==> src/rtl/spi_master_n_if.sv <==
// Control-side handshake plus SPI pin bundle for spi_master_n.
// The slave modport is the master block's view; the master modport is the front end/pins view.
interface spi_master_n_if #(
    parameter int DW   = 10,
    parameter int SSW  = 1,
    parameter int DIVW = 2
);
    localparam int NSS = 1 << SSW;

    logic            start;
    logic            mlb;
    logic            cpol;
    logic            cpha;
    logic [DIVW-1:0] cdiv;
    logic [SSW-1:0]  ssel;
    logic [DW-1:0]   tdat;
    logic            din;
    logic [NSS-1:0]  ss;
    logic            sck;
    logic            dout;
    logic            busy;
    logic            done;
    logic [DW-1:0]   rdata;

    modport master (
        output start, mlb, cpol, cpha, cdiv, ssel, tdat, din,
        input  ss, sck, dout, busy, done, rdata
    );

    modport slave (
        input  start, mlb, cpol, cpha, cdiv, ssel, tdat, din,
        output ss, sck, dout, busy, done, rdata
    );
endinterface

==> src/rtl/spi_master_n.sv <==
// spi_master_n: full-duplex single-word SPI master, any CPOL/CPHA, MSB/LSB first, NSS active-low selects.
// Latency: start sampled at edge 0, ss/busy at edge 1, done at edge 1+(2*DW+1)*(cdiv+1).
// Backpressure: start ignored while busy; SPI_MASTER_LOOPBACK_EN feeds the receive path from dout.
module spi_master_n #(
    parameter int DW   = 10,
    parameter int SSW  = 1,
    parameter int DIVW = 2
) (
    input  logic          clk,
    input  logic          rstb,
    spi_master_n_if.slave bus
);
    localparam int NSS = 1 << SSW;
    localparam int EW  = $clog2(2 * DW);

    typedef enum logic [1:0] {S_IDLE, S_LEAD, S_XFER, S_TRAIL} state_t;

    state_t          r_state;
    logic            r_go;
    logic            r_mlb;
    logic            r_cpol;
    logic            r_cpha;
    logic [DIVW-1:0] r_cdiv;
    logic [DIVW-1:0] r_cnt;
    logic [SSW-1:0]  r_ssel;
    logic [DW-1:0]   r_tx;
    logic [DW-1:0]   r_rx;
    logic [EW-1:0]   r_edge;
    logic [NSS-1:0]  r_ss;
    logic            r_sck;
    logic            r_dout;
    logic            r_busy;
    logic            r_done;
    logic [DW-1:0]   r_rdata;

    logic            w_tick;
    logic            w_tx_bit;
    logic [DW-1:0]   w_tx_next;
    logic            w_rx_bit;
    logic [DW-1:0]   w_rx_next;
    logic            w_lead_edge;
    logic            w_last;
    logic            w_sample;
    logic            w_push;

    assign w_tick      = (r_cnt == '0);
    assign w_tx_bit    = r_mlb ? r_tx[DW-1] : r_tx[0];
    assign w_tx_next   = r_mlb ? {r_tx[DW-2:0], 1'b0} : {1'b0, r_tx[DW-1:1]};
`ifdef SPI_MASTER_LOOPBACK_EN
    assign w_rx_bit    = r_dout;
`else
    assign w_rx_bit    = bus.din;
`endif
    assign w_rx_next   = r_mlb ? {r_rx[DW-2:0], w_rx_bit} : {w_rx_bit, r_rx[DW-1:1]};
    assign w_lead_edge = ~r_edge[0];
    assign w_last      = (r_edge == EW'(2 * DW - 1));
    // Sampling edge is leading for cpha=0 and trailing for cpha=1; the other edge moves dout.
    assign w_sample    = w_lead_edge ^ r_cpha;
    assign w_push      = ~w_sample & (r_cpha | ~w_last);

    always_ff @(posedge clk or posedge rstb) begin
        if (rstb) begin
            r_state <= S_IDLE;
            r_go    <= 1'b0;
            r_mlb   <= 1'b0;
            r_cpol  <= 1'b0;
            r_cpha  <= 1'b0;
            r_cdiv  <= '0;
            r_cnt   <= '0;
            r_ssel  <= '0;
            r_tx    <= '0;
            r_rx    <= '0;
            r_edge  <= '0;
            r_ss    <= '1;
            r_sck   <= 1'b0;
            r_dout  <= 1'b0;
            r_busy  <= 1'b0;
            r_done  <= 1'b0;
            r_rdata <= '0;
        end else begin
            r_done <= 1'b0;
            case (r_state)
                S_IDLE: begin
                    r_ss <= '1;
                    if (r_go) begin
                        r_go    <= 1'b0;
                        r_busy  <= 1'b1;
                        r_ss    <= ~(NSS'(1) << r_ssel);
                        r_sck   <= r_cpol;
                        r_cnt   <= r_cdiv;
                        r_edge  <= '0;
                        r_state <= S_LEAD;
                        if (!r_cpha) begin
                            r_dout <= w_tx_bit;
                            r_tx   <= w_tx_next;
                        end
                    end else begin
                        r_sck <= bus.cpol;
                        if (bus.start) begin
                            r_go   <= 1'b1;
                            r_tx   <= bus.tdat;
                            r_mlb  <= bus.mlb;
                            r_cpol <= bus.cpol;
                            r_cpha <= bus.cpha;
                            r_cdiv <= bus.cdiv;
                            r_ssel <= bus.ssel;
                        end
                    end
                end
                S_LEAD, S_XFER: begin
                    if (w_tick) begin
                        r_cnt   <= r_cdiv;
                        r_sck   <= ~r_sck;
                        r_edge  <= r_edge + EW'(1);
                        r_state <= w_last ? S_TRAIL : S_XFER;
                        if (w_sample) begin
                            r_rx <= w_rx_next;
                        end
                        if (w_push) begin
                            r_dout <= w_tx_bit;
                            r_tx   <= w_tx_next;
                        end
                    end else begin
                        r_cnt <= r_cnt - DIVW'(1);
                    end
                end
                S_TRAIL: begin
                    if (w_tick) begin
                        r_ss    <= '1;
                        r_done  <= 1'b1;
                        r_busy  <= 1'b0;
                        r_rdata <= r_rx;
                        r_state <= S_IDLE;
                    end else begin
                        r_cnt <= r_cnt - DIVW'(1);
                    end
                end
                default: r_state <= S_IDLE;
            endcase
        end
    end

    assign bus.ss    = r_ss;
    assign bus.sck   = r_sck;
    assign bus.dout  = r_dout;
    assign bus.busy  = r_busy;
    assign bus.done  = r_done;
    assign bus.rdata = r_rdata;
endmodule

==> src/flat_wrapper.sv <==
// flat-port wrapper written by rule: the top's interface ports become plain ports
module spi_master_n_flat 
#(
    parameter int DW   = 10,
    parameter int SSW  = 1,
    parameter int DIVW = 2
)
  (clk, rstb, bus_start, bus_mlb, bus_cpol, bus_cpha, bus_cdiv, bus_ssel, bus_tdat, bus_din, bus_ss, bus_sck, bus_dout, bus_busy, bus_done, bus_rdata);
  spi_master_n_if #(.DW(DW), .SSW(SSW), .DIVW(DIVW)) bus_i ();
  input  logic clk;
  input  logic rstb;
  input wire logic [$bits(bus_i.start)-1:0] bus_start;
  input wire logic [$bits(bus_i.mlb)-1:0] bus_mlb;
  input wire logic [$bits(bus_i.cpol)-1:0] bus_cpol;
  input wire logic [$bits(bus_i.cpha)-1:0] bus_cpha;
  input wire logic [$bits(bus_i.cdiv)-1:0] bus_cdiv;
  input wire logic [$bits(bus_i.ssel)-1:0] bus_ssel;
  input wire logic [$bits(bus_i.tdat)-1:0] bus_tdat;
  input wire logic [$bits(bus_i.din)-1:0] bus_din;
  output wire logic [$bits(bus_i.ss)-1:0] bus_ss;
  output wire logic [$bits(bus_i.sck)-1:0] bus_sck;
  output wire logic [$bits(bus_i.dout)-1:0] bus_dout;
  output wire logic [$bits(bus_i.busy)-1:0] bus_busy;
  output wire logic [$bits(bus_i.done)-1:0] bus_done;
  output wire logic [$bits(bus_i.rdata)-1:0] bus_rdata;
  assign bus_i.start = bus_start;
  assign bus_i.mlb = bus_mlb;
  assign bus_i.cpol = bus_cpol;
  assign bus_i.cpha = bus_cpha;
  assign bus_i.cdiv = bus_cdiv;
  assign bus_i.ssel = bus_ssel;
  assign bus_i.tdat = bus_tdat;
  assign bus_i.din = bus_din;
  assign bus_ss = bus_i.ss;
  assign bus_sck = bus_i.sck;
  assign bus_dout = bus_i.dout;
  assign bus_busy = bus_i.busy;
  assign bus_done = bus_i.done;
  assign bus_rdata = bus_i.rdata;
  spi_master_n #(.DW(DW), .SSW(SSW), .DIVW(DIVW)) u_core (.clk(clk), .rstb(rstb), .bus(bus_i));
endmodule
==> config.mk <==
export PLATFORM = sky130hd
export DESIGN_NAME = spi_master_n_flat
export DESIGN_NICKNAME = d
export VERILOG_FILES = /design/src/rtl/spi_master_n_if.sv /design/src/rtl/spi_master_n.sv /design/src/flat_wrapper.sv
export SDC_FILE = /design/constraint.sdc
export NUM_CORES = 1
export LEC_CHECK = 0
export CORE_ASPECT_RATIO = 1.75
export CORE_MARGIN = 3
export CORE_UTILIZATION = 59
export CTS_BUF_LIST = sky130_fd_sc_hd__clkbuf_16
export CTS_CLUSTER_DIAMETER = 120
export DETAILED_ROUTE_END_ITERATION = 10
export GPL_TIMING_DRIVEN = 0
export PLACE_DENSITY = 0.85
export SLEW_MARGIN = 5
export SYNTH_ARGS = -nofsm -noshare
export SYNTH_HDL_FRONTEND = slang
export SYNTH_SLANG_ARGS = --single-unit
==> constraint.sdc <==
create_clock -name clk -period 3.4 [get_ports clk]
set_input_delay 0.51 -clock clk [delete_from_list [all_inputs] [get_ports clk]]
set_output_delay 0.51 -clock clk [all_outputs]
set_load 0.01 [all_outputs]
Figure 1. Cell density map.
(4 px per µm) The die is cut into 6 by 9 equal tiles; black is low, pale yellow is high, 0 to 100% covered.
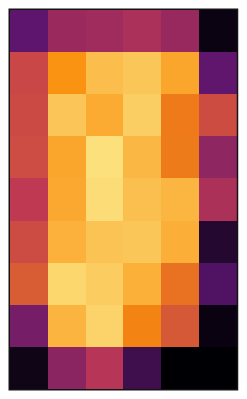
fullest tile: 93%
tiles over 75% full: 43%
emptiest ninth of the die: lower right
densest ninth of the die: centre
nearly empty tiles: 3.7%

Figure 2. Placement by cell class.
(4 px per µm) Fill, decap, tap and diode cells in grey.
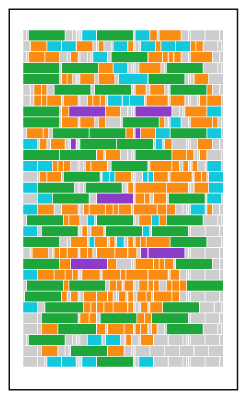
legend:
  other buffers and delay cells:
    colour: cyan
    cells: 48
  clock drivers and dummy loads:
    colour: purple
    cells: 8
  flops:
    colour: green
    cells: 52
  combinational and other logic:
    colour: orange
    cells: 178

==> logic make-up after synthesis <==
logic type	count (synthesis)	synth area share [%]
muxes	47	20.3
AOI/OAI and AO/OA	57	14.3
and+or+nand+nor	57	9.94
buffers and inverters	23	3.72
xor gates and xnor gates	1	0.330
DFF	52	49.1
adders and majority gates	5	2.36
==> synthesized netlist by cell type (3+ instances only) <==
master	instances
mux2_4	9
inv_1	11
ha_1	5
or3_1	3
a31oi_1	3
nand2_1	26
mux2_2	18
o21ai_0	17
nor2_1	16
a21oi_1	21
dfrtp_1	50
clkbuf_1	4
mux2i_1	20
buf_2	7
==> power by group <==
group,leakage (nW),internal [mW],switching [mW]
clock,0.0762,0.267,0.214
combinational,0.734,0.916,0.936
sequential,0.606,0.909,0.229
total,1.42,2.09,1.38
==> worst paths after layout <==
path | from | endpoint | slack [ps] | cells past startpoint
worst max-delay path | u_core.r_state[0]$_DFFE_PP0P_ | u_core.r_tx[3]$_DFFE_PP0P_ | 1280 | 7
worst min-delay path | u_core.bus.rdata[1]$_DFFE_PP0P_ | u_core.bus.rdata[1]$_DFFE_PP0P_ | 510 | 1
worst max register to register | u_core.r_state[0]$_DFFE_PP0P_ | u_core.r_tx[3]$_DFFE_PP0P_ | 1280 | 7
worst min register to register | u_core.bus.rdata[1]$_DFFE_PP0P_ | u_core.bus.rdata[1]$_DFFE_PP0P_ | 510 | 1
max in group asynchronous | rstb | u_core.bus.ss[0]$_DFFE_PP1P_ | 2210 | 3
min in group asynchronous | rstb | u_core.bus.rdata[1]$_DFFE_PP0P_ | 580 | 2
==> routing by layer <==
layer | up-vias | track usage [%] | part of all wire [%]
li1 | 936 | - | -
met1 | 964 | 27.1 | 40
met2 | 43 | 42.1 | 56
met3 | 10 | 3.69 | 2.8
met4 | 0 | 7.72 | 1.7
met5 | - | 0 | 0
==> qor.csv <==
metric,value,unit
grt_remaining_overflow,0,
number_of_well_taps,49,
placement.setup.worst_slack,1310,ps
enable_flop_cells,0,
clkTransAtPathRegs,70,ps
initial_core_util,62.8,%
pwr_density_cell,1080,nW/µm²
critPathRequiredTime,3570,ps
number_of_buffers_between_clock_root_and_the_deepest_sink,2,
slew-limit-headroom,63.8,%
post_cts_buffers,0,
openroad.warnings,28,
layout_worst_path_cycle_share,62.5,%
crit_buf_inv,3,
fp_nets,267,
final_nets,310,
nNonClkInverters,11,
vdd.ir_drop.worst,0.779,mV
worst_ep_arrival_time,2300,ps
placement.cell_area,3090,µm²
finalHoldViolCount,0,
die_h,94.7,µm
clock_tree.root_cell,clkbuf_16,
grt_usage,23.1,%
post_drt_wl_per_cell,17.3,µm
final-nonclk-buf-share,13.3,%
detailedPlacementHpwl,4070,µm
syn_inst,242,
num_rows,31,
worstHoldPathType,register to register,
drcViolationCount,0,
largest_class,sequential cells,
post_synth_main_area_contributors,"dfrtp_1, mux2_2, mux2i_1, mux2_4, a21oi_1",
outcome,completed,
yosys.stat.seqShare,49.1,%
antenna_violation_net_count_after_detailed_routing,0,
timing.clock.skew,3.46,ps
antenna_found_initial,0,
antennaDiodeCount,0,
first_iter_violations,71,
fraction_of_layout_cells_with_a_size_suffix_above_1,18.5,%
synth_flop_count,52,
crit_path_start_kind,register,
largest_delay_contributor_family_on_the_critical_path,buffers and inverters,
multiInputGateArea,1250,µm²
maximum_number_of_pins_on_one_net_before_global_route_repair,29,
synth.avg_cell_area,11.0,µm²
ctsResizeCount,0,
postLayoutSetupSlackWorst,1280,ps
critical-path-slowest-cell,dfrtp_1,
first_pass_grt_wire_length,9620,µm
cp_cell_sequence,inv_1 > ha_1 > buf_2 > nor2_1 > clkbuf_1 > o21ai_0 > mux2_4,
ff_latch_area,1300,µm²
cts_hold_repair.buffers,0,
route.detailed.vias_per_inst,5.83,
critPathCaptureType,register,
utilization,76.3,%
largest_area_cell,dfrtp_1,
max_freq,0.471,GHz
routed_wirelength,5810,µm
synthesis.yosys.warnings,0,
yosysCellCount,242,
h-tree-depth,2,
Power figures rest on the tool's default switching activity, not on a simulated workload.
